## config.mk

```make
export PLATFORM = sky130hd
export DESIGN_NAME = seq_gen
export DESIGN_NICKNAME = d
export VERILOG_FILES = /design/src/rtl/seq_gen_pkg.sv /design/src/rtl/seq_table.sv /design/src/rtl/seq_gen.sv
export SDC_FILE = /design/constraint.sdc
export NUM_CORES = 1
export LEC_CHECK = 0
export CAP_MARGIN = 5
export CELL_PAD_IN_SITES_DETAIL_PLACEMENT = 0
export CELL_PAD_IN_SITES_GLOBAL_PLACEMENT = 1
export CORE_ASPECT_RATIO = 0.6
export CORE_MARGIN = 2
export CORE_UTILIZATION = 39
export DETAILED_ROUTE_END_ITERATION = 6
export PLACE_DENSITY_LB_ADDON = 0.1
export SKIP_LAST_GASP = 1
export SYNTH_ARGS = -nofsm -noshare
export SYNTH_HDL_FRONTEND = slang
export SYNTH_SLANG_ARGS = --single-unit
```

## constraint.sdc

```tcl
create_clock -name clk -period 2.7 [get_ports clk]
set_input_delay 0.54 -clock clk [delete_from_list [all_inputs] [get_ports clk]]
set_output_delay 0.54 -clock clk [all_outputs]
set_load 0.01 [all_outputs]
```

## src/rtl/seq_gen_pkg.sv

```systemverilog
// Shared definitions for the programmable sequence generator.
package seq_gen_pkg;

  typedef enum logic {
    ST_IDLE = 1'b0,
    ST_RUN  = 1'b1
  } state_t;

  // Ceiling log2, used to size the table index from DEPTH.
  function automatic int seq_clog2(input int value);
    int r;
    int v;
    r = 0;
    v = value - 1;
    while (v > 0) begin
      r = r + 1;
      v = v >> 1;
    end
    return r;
  endfunction

endpackage

```

## src/rtl/seq_table.sv

```systemverilog
// DEPTH x WIDTH sequence table: one write port, one combinational read port.
// Reset loads the identity pattern (entry i = i mod 2^WIDTH).
module seq_table
  import seq_gen_pkg::*;
#(
  parameter int WIDTH = 3,
  parameter int DEPTH = 8,
  parameter int AW    = 3
) (
  input  logic             clk,
  input  logic             rst,
  input  logic             wr_en_i,
  input  logic [AW-1:0]    wr_addr_i,
  input  logic [WIDTH-1:0] wr_data_i,
  input  logic [AW-1:0]    rd_addr_i,
  output logic [WIDTH-1:0] rd_data_o
);

  logic [WIDTH-1:0] mem_q [DEPTH];

  // Storage: identity pattern on reset, otherwise accept in-range writes.
  always_ff @(posedge clk) begin
    if (rst) begin
      for (int i = 0; i < DEPTH; i++) begin
        mem_q[i] <= WIDTH'(i);
      end
    end else if (wr_en_i && (int'(wr_addr_i) < DEPTH)) begin
      mem_q[wr_addr_i] <= wr_data_i;
    end
  end

  // Read port; out-of-range addresses read as zero.
  always_comb begin
    rd_data_o = '0;
    if (int'(rd_addr_i) < DEPTH) begin
      rd_data_o = mem_q[rd_addr_i];
    end
  end

endmodule

```

## src/rtl/seq_gen.sv

```systemverilog
// Programmable sequence generator: steps an index through a writable table
// with prescaling, direction, loop/one-shot mode and wrap/done pulses.
module seq_gen
  import seq_gen_pkg::*;
#(
  parameter int WIDTH   = 3,
  parameter int DEPTH   = 8,
  parameter int PRESC_W = 8,
  localparam int AW     = seq_clog2(DEPTH)
) (
  input  logic               clk,
  input  logic               rst,
  input  logic               en,
  input  logic               start,
  input  logic               stop,
  input  logic               mode_loop,
  input  logic               dir,
  input  logic [AW-1:0]      last_idx,
  input  logic [PRESC_W-1:0] presc,
  input  logic               wr_en,
  input  logic [AW-1:0]      wr_addr,
  input  logic [WIDTH-1:0]   wr_data,
  output logic [WIDTH-1:0]   seq_out,
  output logic [AW-1:0]      idx,
  output logic               running,
  output logic               wrap,
  output logic               done
);

  state_t             state_q, state_d;
  logic [AW-1:0]      idx_q, idx_d;
  logic [PRESC_W-1:0] cnt_q, cnt_d;
  logic [WIDTH-1:0]   out_q, out_d;
  logic               wrap_q, wrap_d;
  logic               done_q, done_d;

  logic [AW-1:0]      eff_last;
  logic [AW-1:0]      start_pos;
  logic [AW-1:0]      step_idx;
  logic               at_end;
  logic [WIDTH-1:0]   rd_data;

  seq_table #(
    .WIDTH (WIDTH),
    .DEPTH (DEPTH),
    .AW    (AW)
  ) u_table (
    .clk       (clk),
    .rst       (rst),
    .wr_en_i   (wr_en),
    .wr_addr_i (wr_addr),
    .wr_data_i (wr_data),
    .rd_addr_i (idx_d),
    .rd_data_o (rd_data)
  );

  // Clamp the programmed length to the table and derive the step candidates.
  always_comb begin
    eff_last = last_idx;
    if (int'(last_idx) > DEPTH - 1) begin
      eff_last = AW'(DEPTH - 1);
    end
    start_pos = dir ? eff_last : '0;
    if (dir) begin
      at_end   = (idx_q == '0);
      step_idx = (idx_q > eff_last) ? eff_last : idx_q - 1'b1;
    end else begin
      at_end   = (idx_q >= eff_last);
      step_idx = idx_q + 1'b1;
    end
  end

  // FSM next state, prescaler and index update; pulses default low.
  always_comb begin
    state_d = state_q;
    idx_d   = idx_q;
    cnt_d   = cnt_q;
    wrap_d  = 1'b0;
    done_d  = 1'b0;
    case (state_q)
      ST_IDLE: begin
        if (start && !stop) begin
          state_d = ST_RUN;
          idx_d   = start_pos;
          cnt_d   = '0;
        end
      end
      ST_RUN: begin
        if (stop) begin
          state_d = ST_IDLE;
        end else if (start) begin
          idx_d = start_pos;
          cnt_d = '0;
        end else if (en) begin
          if (cnt_q >= presc) begin
            cnt_d = '0;
            if (at_end) begin
              if (mode_loop) begin
                idx_d  = start_pos;
                wrap_d = 1'b1;
              end else begin
                state_d = ST_IDLE;
                done_d  = 1'b1;
              end
            end else begin
              idx_d = step_idx;
            end
          end else begin
            cnt_d = cnt_q + 1'b1;
          end
        end
      end
      default: state_d = ST_IDLE;
    endcase
  end

  // Output data follows the next index; a same-cycle write to it is forwarded.
  always_comb begin
    out_d = rd_data;
    if (wr_en && (wr_addr == idx_d)) begin
      out_d = wr_data;
    end
  end

  // State, prescaler and output registers.
  always_ff @(posedge clk) begin
    if (rst) begin
      state_q <= ST_IDLE;
      idx_q   <= '0;
      cnt_q   <= '0;
      out_q   <= '0;
      wrap_q  <= 1'b0;
      done_q  <= 1'b0;
    end else begin
      state_q <= state_d;
      idx_q   <= idx_d;
      cnt_q   <= cnt_d;
      out_q   <= out_d;
      wrap_q  <= wrap_d;
      done_q  <= done_d;
    end
  end

  assign seq_out = out_q;
  assign idx     = idx_q;
  assign running = (state_q == ST_RUN);
  assign wrap    = wrap_q;
  assign done    = done_q;

endmodule

```

**Run 1: clock distribution**

Scale: 6 px per um.
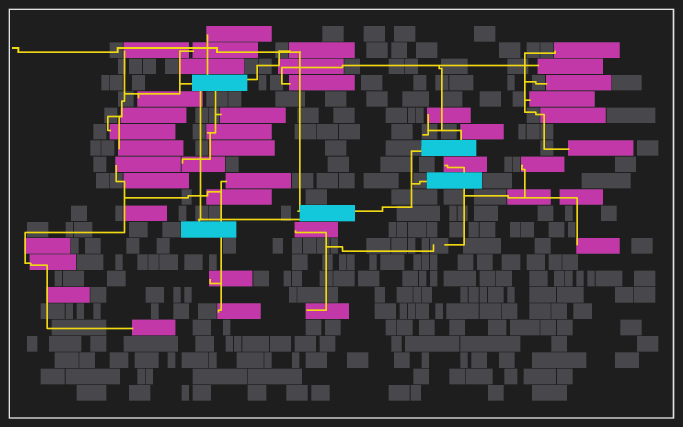
[yellow] clock wires | length: 557 um
[magenta] flip-flops | count: 41
[cyan] cells driving clock nets | count: 5
routed clock nets: 6
P_clk: 0.000596 W
clk_lat worst skew: 0.28 ns
Worst Skew: 0.00300 ns
Clk pwr share: 0.350

**Run 1: a small window of the routed layout**

Window x 43 to 68, y 21 to 46 um. Cells in gray, sequential cells in the stronger gray; small squares are vias.
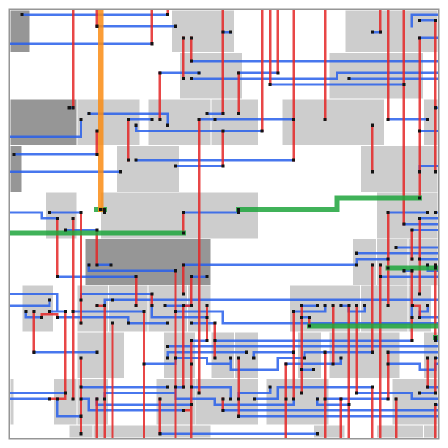
[red] met2
[blue] met1
[orange] met4
[green] met3
sequential cells in the window: 1
most frequent: nor2_1 (6), mux2i_1 (5), buf_4 (4)
cells with their middle in the window: 37
netlist names of flops here include: running (1)

==> results_slide.txt, run 1 <==
Run Summary

Run status
  • Run status: finished with violations
  • Failing checks: negative setup slack

Floorplanning
  • Die H: between 60 and 70 um
  • Die area: 7500 um^2
  • Ports: 34
  • Core Region: 6620 um^2

Min path
  • Min-delay worst type: register to register

Final timing
  • Final Worst Setup Slack: -0.0521 ns
  • Slew @ Worst Pin: 0.455 ns
  • Final setup fails: 3
  • Cycle use final: 1.02
  • Maximum clock frequency: 363 MHz

Drt
  • DR vias: roughly 2200
  • Post-Route WL: around 6.6 mm
  • Final ANT Viol Nets: 0
  • Vias/cell: around 5
  • Routed wl met3: ~350 um

Worst setup path
  • Worst path depth: 14

Clock tree
  • Post-CTS Setup Bufs: 8
  • CTS tree: yes

GRT
  • M1 GR Usage: 0.282
  • Most Used Layer, Global Route: met1
  • First-pass GRT wire length: between 10 and 15 mm

Cells and area
  • Final Util: 0.563
  • Largest register by flop count: u_table.mem_q
  • Final Net Count: around 380
  • Layout cells sized above 1: 0.333
  • Filler cell count: ~630

Synth
  • Syn avg cell area: 9.93 um^2

Placement
  • Pre-CTS setup slack: -0.858 ns
  • Placed instance count: approximately 410

Job
  • Stage-log warning count: 31
**Run 1: cell density map**

Scale: 3 px per um. The die is cut into 11 by 7 equal tiles; black is low, pale yellow is high, 0 to 100% covered.
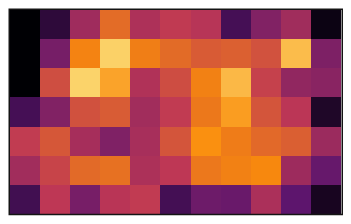
nearly empty tiles: 3.9%
tiles over 75% full: 9.1%
mean over tiles: 48%
fullest tile: 91%

==> run 1: kinds of logic (layout without fill, tap and decap cells) <==
family,count (synthesis),after routing,synth area share
XOR/XNOR,11,11,0.0392
AND/OR/NAND/NOR,112,112,0.228
multiplexers,27,27,0.102
flip-flops,41,41,0.400
AND-OR/OR-AND,34,34,0.106
adder cells (fa/ha/maj),15,15,0.0708
buffers and inverters,27,102,0.0538
==> run 1: worst reg2reg max path: cells and delay by family, from the launching register on <==
kind            cells  cell delay (ns)
flops               1             0.33
compound gates      5             0.81
simple gates        2             0.34
buf+inv             3             0.30
mux                 3             0.53
fa+ha+maj           1             0.30
==> run 1: synth_stat cells (all sizes together) <==
library cell	number
nand3b	2
xnor2	3
edfxtp	24
o21ai	4
ha	15
a31oi	1
and4	1
a21boi	1
mux2i	26
or3	11
mux2	1
nand3	6
inv	17
xor2	8
nor4	1
o221ai	2
nand2b	8
and2b	1
a32oi	1
nand2	14
a21oi	8
nand4	4
buf	6
nor2b	2
o211ai	2
a211oi	5
dfxtp	17
o32a	1
nor2	35
a21o	1
a221oi	1
and2	12
o211a	1
nor3	5
a211o	1
or2	9
and3	1
a311o	3
o21bai	1
clkbuf	4
o311ai	1
==> run 1: layout make-up <==
cell class / instances / area (um^2) / share of cell area
Clock buffer: 5 / 125 / 0.0336
Inverter: 17 / 76.3 / 0.0205
Multi-Input combinational cell: 199 / 1660 / 0.446
Timing Repair Buffer: 77 / 667 / 0.179
Clock inverter: 3 / 21.3 / 0.00571
Sequential cell: 41 / 1060 / 0.286
Tap cell: 87 / 109 / 0.0292
==> run 1: power by group <==
group / switching [W] / total (W) / internal [W]
combinational: 0.000187 / 0.000390 / 0.000203
clock: 0.000252 / 0.000596 / 0.000344
sequential: 0.0000190 / 0.000714 / 0.000695
total: 0.000458 / 0.00170 / 0.00124
==> run 2: changes to the inputs <==
- CAP_MARGIN: 5 -> not set
**Run 2: a small window of the routed layout**

Window x 43 to 68, y 21 to 46 um. Cells in gray, sequential cells in the stronger gray; small squares are vias.
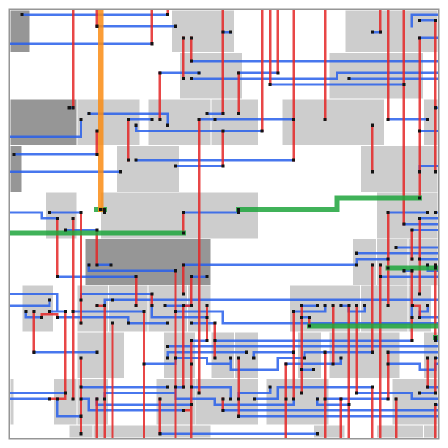
[blue] met1
[green] met3
[red] met2
[orange] met4
sequential cells in the window: 1
netlist names of flops here include: running (1)
cells with their middle in the window: 37
most frequent: nor2_1 (6), mux2i_1 (5), buf_4 (4)

**Run 2: placement by cell class**

Scale: 4 px per um. Fill, decap, tap and diode cells in gray.
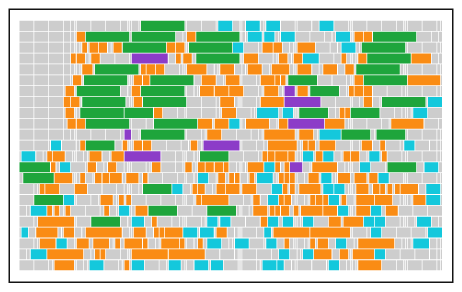
[cyan] other buffers and delay cells | cells: 77
[green] flops | cells: 41
[orange] all other logic | cells: 216
[purple] clock drivers and dummy loads | cells: 8

==> run 2 against run 1 <==
Against the previous run: the run still ends with negative setup slack left; clock-buffer cell count is the same; via count stayed put; first-iteration DRC count unchanged; clock power about the same; fmax stayed put; cell count unchanged; combinational power about the same; die size stayed put.
==> results_slide.txt, run 2 <==
Run Summary

Synth
  • Post-synth top cells: 35 x nor2_1, 26 x mux2i_1, 24 x edfxtp_1, 17 x dfxtp_1, 17 x inv_1
  • Syn avg cell area: 9.93 um^2 (unchanged)
  • Number of enable flip-flop cells: 24 (unchanged)
  • Synth async-reset ratio: 0 (unchanged)
  • Mux area share: 0.102 (unchanged)
  • Most frequent cell after synthesis: nor2_1
  • Synth Area in XOR/XNOR: 0.0392 (unchanged)
  • Synth logic family: simple AND/OR/NAND/NOR gates
  • Post-synthesis adder-cell area fraction: 0.0708 (unchanged)
  • Simple Share, Synth: 0.228 (unchanged)
  • Ao+oa area frac: 0.106 (unchanged)

Drt
  • Vias/cell: 5.07 (unchanged)
  • Final ANT Viol Nets: 0 (unchanged)
  • DR vias: 2174 (unchanged)
  • DRC Markers: 0
  • Post-Route WL: 6.58 mm (unchanged)

Cells and area
  • Largest register by flop count: u_table.mem_q
  • Most numerous logic cells after layout: 40 x buf_4, 34 x nor2_1, 24 x edfxtp_1
  • Layout cells sized above 1: 0.333 (unchanged)
  • Final Net Count: 381 (unchanged)

Floorplanning
  • Die H: 67.9 um (unchanged)
  • Ports: 34 (unchanged)
  • Die area: 7500 um^2 (unchanged)

Clock tree
  • CTS tree: yes
  • CTS buffer count: 5
  • Clk_lat worst skew: 0.28 ns (about the same)

Pwr
  • Top pwr grp: registers
  • Net Sw Frac: 0.269 (unchanged)
  • Combinational cell fraction of total power: 0.229 (about the same)
  • Reg power frac: 0.420 (about the same)
  • Cell internal pwr: 0.00124 W (unchanged)
  • Clk pwr share: 0.350 (about the same)
  • Switching pwr: 0.000458 W (unchanged)
  • Seq group: 0.000714 W (about the same)
  • P_clk: 0.000596 W (about the same)

Min path
  • Min-delay worst type: register to register

Final timing
  • Final setup fails: 3 (unchanged)
  • Final Worst Setup Slack: -0.0521 ns (unchanged)
  • Maximum clock frequency: 363 MHz (unchanged)
  • Cycle use final: 1.02 (unchanged)
  • Slew @ Worst Pin: 0.455 ns (unchanged)

Placement
  • Pre-CTS setup slack: -0.858 ns (unchanged)
  • Placed instance count: 414 (unchanged)

Worst setup path
  • Crit path max fanout: 4

Job
  • Stage-log warning count: 31 (unchanged)

GRT
  • First-pass GRT wire length: 10.5 mm (unchanged)

Run status
  • Failing checks: negative setup slack
  • Run status: finished with violations
-- run 2: cell counts after synthesis --
Identical to the previous run, type by type.
-- run 2: tightest hold or removal path, cell delays in order (launching register included) --
cell and delay (ns):
dfxtp_1 0.38, xor2_1 0.08, nor2_1 0.07
-- run 2: cells by family (layout without fill, tap and decap cells) --
family,Yosys count,count (layout)
xor+xnor,11,11
fa+ha+maj,15,15
mux,27,27
simple gates,112,112
flops,41,41
compound gates,34,34
buf+inv,27,102
-- run 2: layout make-up --
type | count | area [um^2]
clock inverter | 3 | 21.3
multi-input combinational | 199 | 1660
inverter | 17 | 76.3
tap | 87 | 109
clock buffer | 5 | 125
fill | 629 | 2900
sequential | 41 | 1060
timing repair buffer | 77 | 667
-- run 2: timing repair --
item,in CTS,in global routing
endpoints found under the setup margin,5,3
pin swaps,24,14
gates resized,38,33
setup buffers,8,1
gates cloned,1,0
-- run 2: path summary, 6_finish.rpt --
kind | depth (start not counted) | to | slack [ns]
max | 14 | seq_out[1]$_SDFF_PP0_ | -0.05
min | 2 | cnt_q[6]$_SDFFE_PP0P_ | 0.57
max reg2reg | 14 | seq_out[1]$_SDFF_PP0_ | -0.04
min reg2reg | 2 | cnt_q[6]$_SDFFE_PP0P_ | 0.57
-- run 2: per-stage QoR --
stage | TNS, ns | area [um^2]
3_3_place_gp | -3.71 | 3350
6_report | -0.101 | 3720
2_1_floorplan | -0.0762 | 2710
4_1_cts | -0.225 | 3650
5_1_grt | -0.550 | 3720
3_5_place_dp | -4.10 | 3350
-- run 2: routing by layer --
layer | track usage | part of all wire | wire length [um]
met1 | 0.282 | 0.53 | 3490
met4 | 0.0531 | 0.0074 | 49
met5 | 0 | 0 | 0
met2 | 0.258 | 0.41 | 2680
met3 | 0.0399 | 0.054 | 354
==> run 3: changes to the inputs <==
- CTS_BUF_LIST: not set -> sky130_fd_sc_hd__clkbuf_16
**Run 3: clock wiring as the flow saved it**

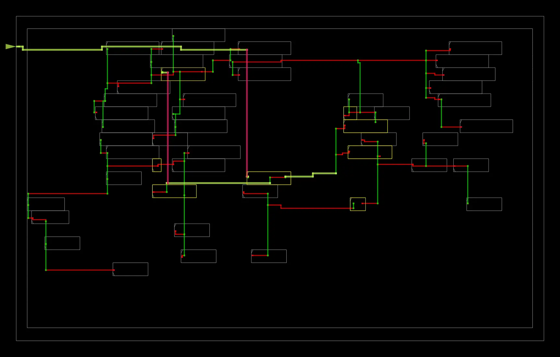
flop count: 41
Sink Count: 41
CTS buffer count: 5
layout clock buffer count: 5

**Run 3: clock distribution**

Scale: 6 px per um.
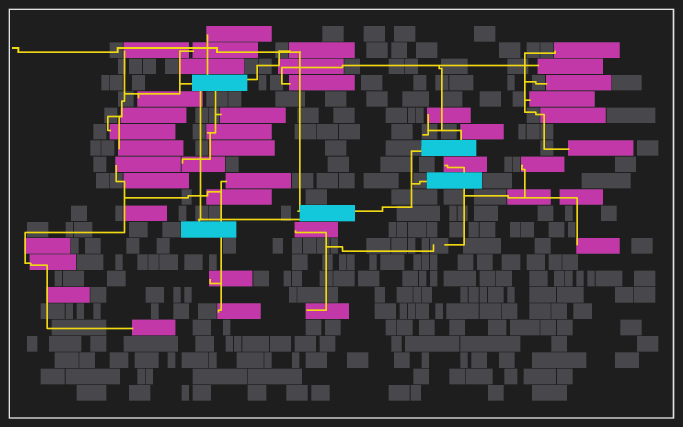

==> run 3 against run 2 <==
Against the previous run: the run still ends with negative setup slack left; total power stayed put; fmax stayed put; worst setup slack stayed put; flip-flop count stayed put; synthesized area stayed put; largest power group unchanged; synthesized cell count stayed put; final area stayed put; clock skew stayed put; clock power hardly changed; die size stayed put; combinational power hardly changed.
==> results_slide.txt, run 3 <==
Run Summary

Synth
  • Syn avg cell area: 9.93 um^2 (unchanged)
  • Simple Share, Synth: 0.228 (unchanged)
  • Mux area share: 0.102 (unchanged)
  • Number of enable flip-flop cells: 24 (unchanged)
  • Post-synthesis adder-cell area fraction: 0.0708 (unchanged)
  • Synth Area in XOR/XNOR: 0.0392 (unchanged)

Min path
  • Min-delay worst type: register to register

Drt
  • Vias/cell: 5.07 (unchanged)
  • DR vias: 2174 (unchanged)
  • DRC Markers: 0 (unchanged)
  • Post-Route WL: 6.58 mm (unchanged)

Placement
  • Pre-CTS setup slack: -0.858 ns (unchanged)

Run status
  • Run status: finished with violations
  • Failing checks: negative setup slack

GRT
  • M1 GR Usage: 0.282 (unchanged)
  • First-pass GRT wire length: 10.5 mm (unchanged)
  • Met3 usage: 0.0399 (unchanged)

Final timing
  • Final Worst Setup Slack: -0.0521 ns (unchanged)
  • Cycle use final: 1.02 (unchanged)
  • Final setup fails: 3 (unchanged)

Clock tree
  • Clk_lat worst skew: 0.28 ns (about the same)
  • Post-CTS Setup Bufs: 8 (unchanged)

Floorplanning
  • Ports: 34 (unchanged)
  • Die H: 67.9 um (unchanged)

Cells and area
  • Register Area: 1060 um^2 (unchanged)
  • Logic area: 1660 um^2 (unchanged)

Job
  • Stage-log warning count: 31 (unchanged)
[run 3: cell counts after synthesis]
No cell type changed its count.
[run 3: path summary, 6_finish.rpt]
kind                                end  slack (ns)                  start  cells past startpoint
setup / recovery  seq_out[1]$_SDFF_PP0_       -0.05               presc[3]                     14
hold / removal    cnt_q[6]$_SDFFE_PP0P_        0.57  cnt_q[6]$_SDFFE_PP0P_                      2
setup reg to reg  seq_out[1]$_SDFF_PP0_       -0.04  cnt_q[0]$_SDFFE_PP0P_                     14
hold reg to reg   cnt_q[6]$_SDFFE_PP0P_        0.57  cnt_q[6]$_SDFFE_PP0P_                      2
[run 3: area by class of cell]
| class | count | area share |
|---|---|---|
| timing repair buffer | 77 | 0.179 |
| sequential | 41 | 0.286 |
| clock buffer | 5 | 0.0336 |
| multi-input combinational | 199 | 0.446 |
| tap | 87 | 0.0292 |
| clock inverter | 3 | 0.00571 |
| inverter | 17 | 0.0205 |
[run 3: per-layer routing]
metal | vias up | routed length [um]
met5 | - | 0
met4 | 0 | 49
met3 | 4 | 354
met2 | 51 | 2680
met1 | 1026 | 3490
li1 | 1093 | -
[run 3: power breakdown]
part	leakage, nW	internal [W]	switching [W]
Clock	0.0702	0.000344	0.000252
Sequential	0.375	0.000695	0.0000190
Combinational	1.07	0.000203	0.000187
[run 3: critical path, stage by stage]
cell and delay [ns]:
clkdlybuf4s15_1 0.17, inv_2 0.04, ha_4 0.26, o211ai_1 0.08
a311o_2 0.44, a21boi_4 0.19, buf_6 0.12, o211ai_1 0.12
nand3_4 0.17, buf_8 0.14, mux2i_4 0.24, mux2i_1 0.09
mux2i_1 0.20, a211oi_2 0.10
Power figures rest on the tool's default switching activity, not on a simulated workload.
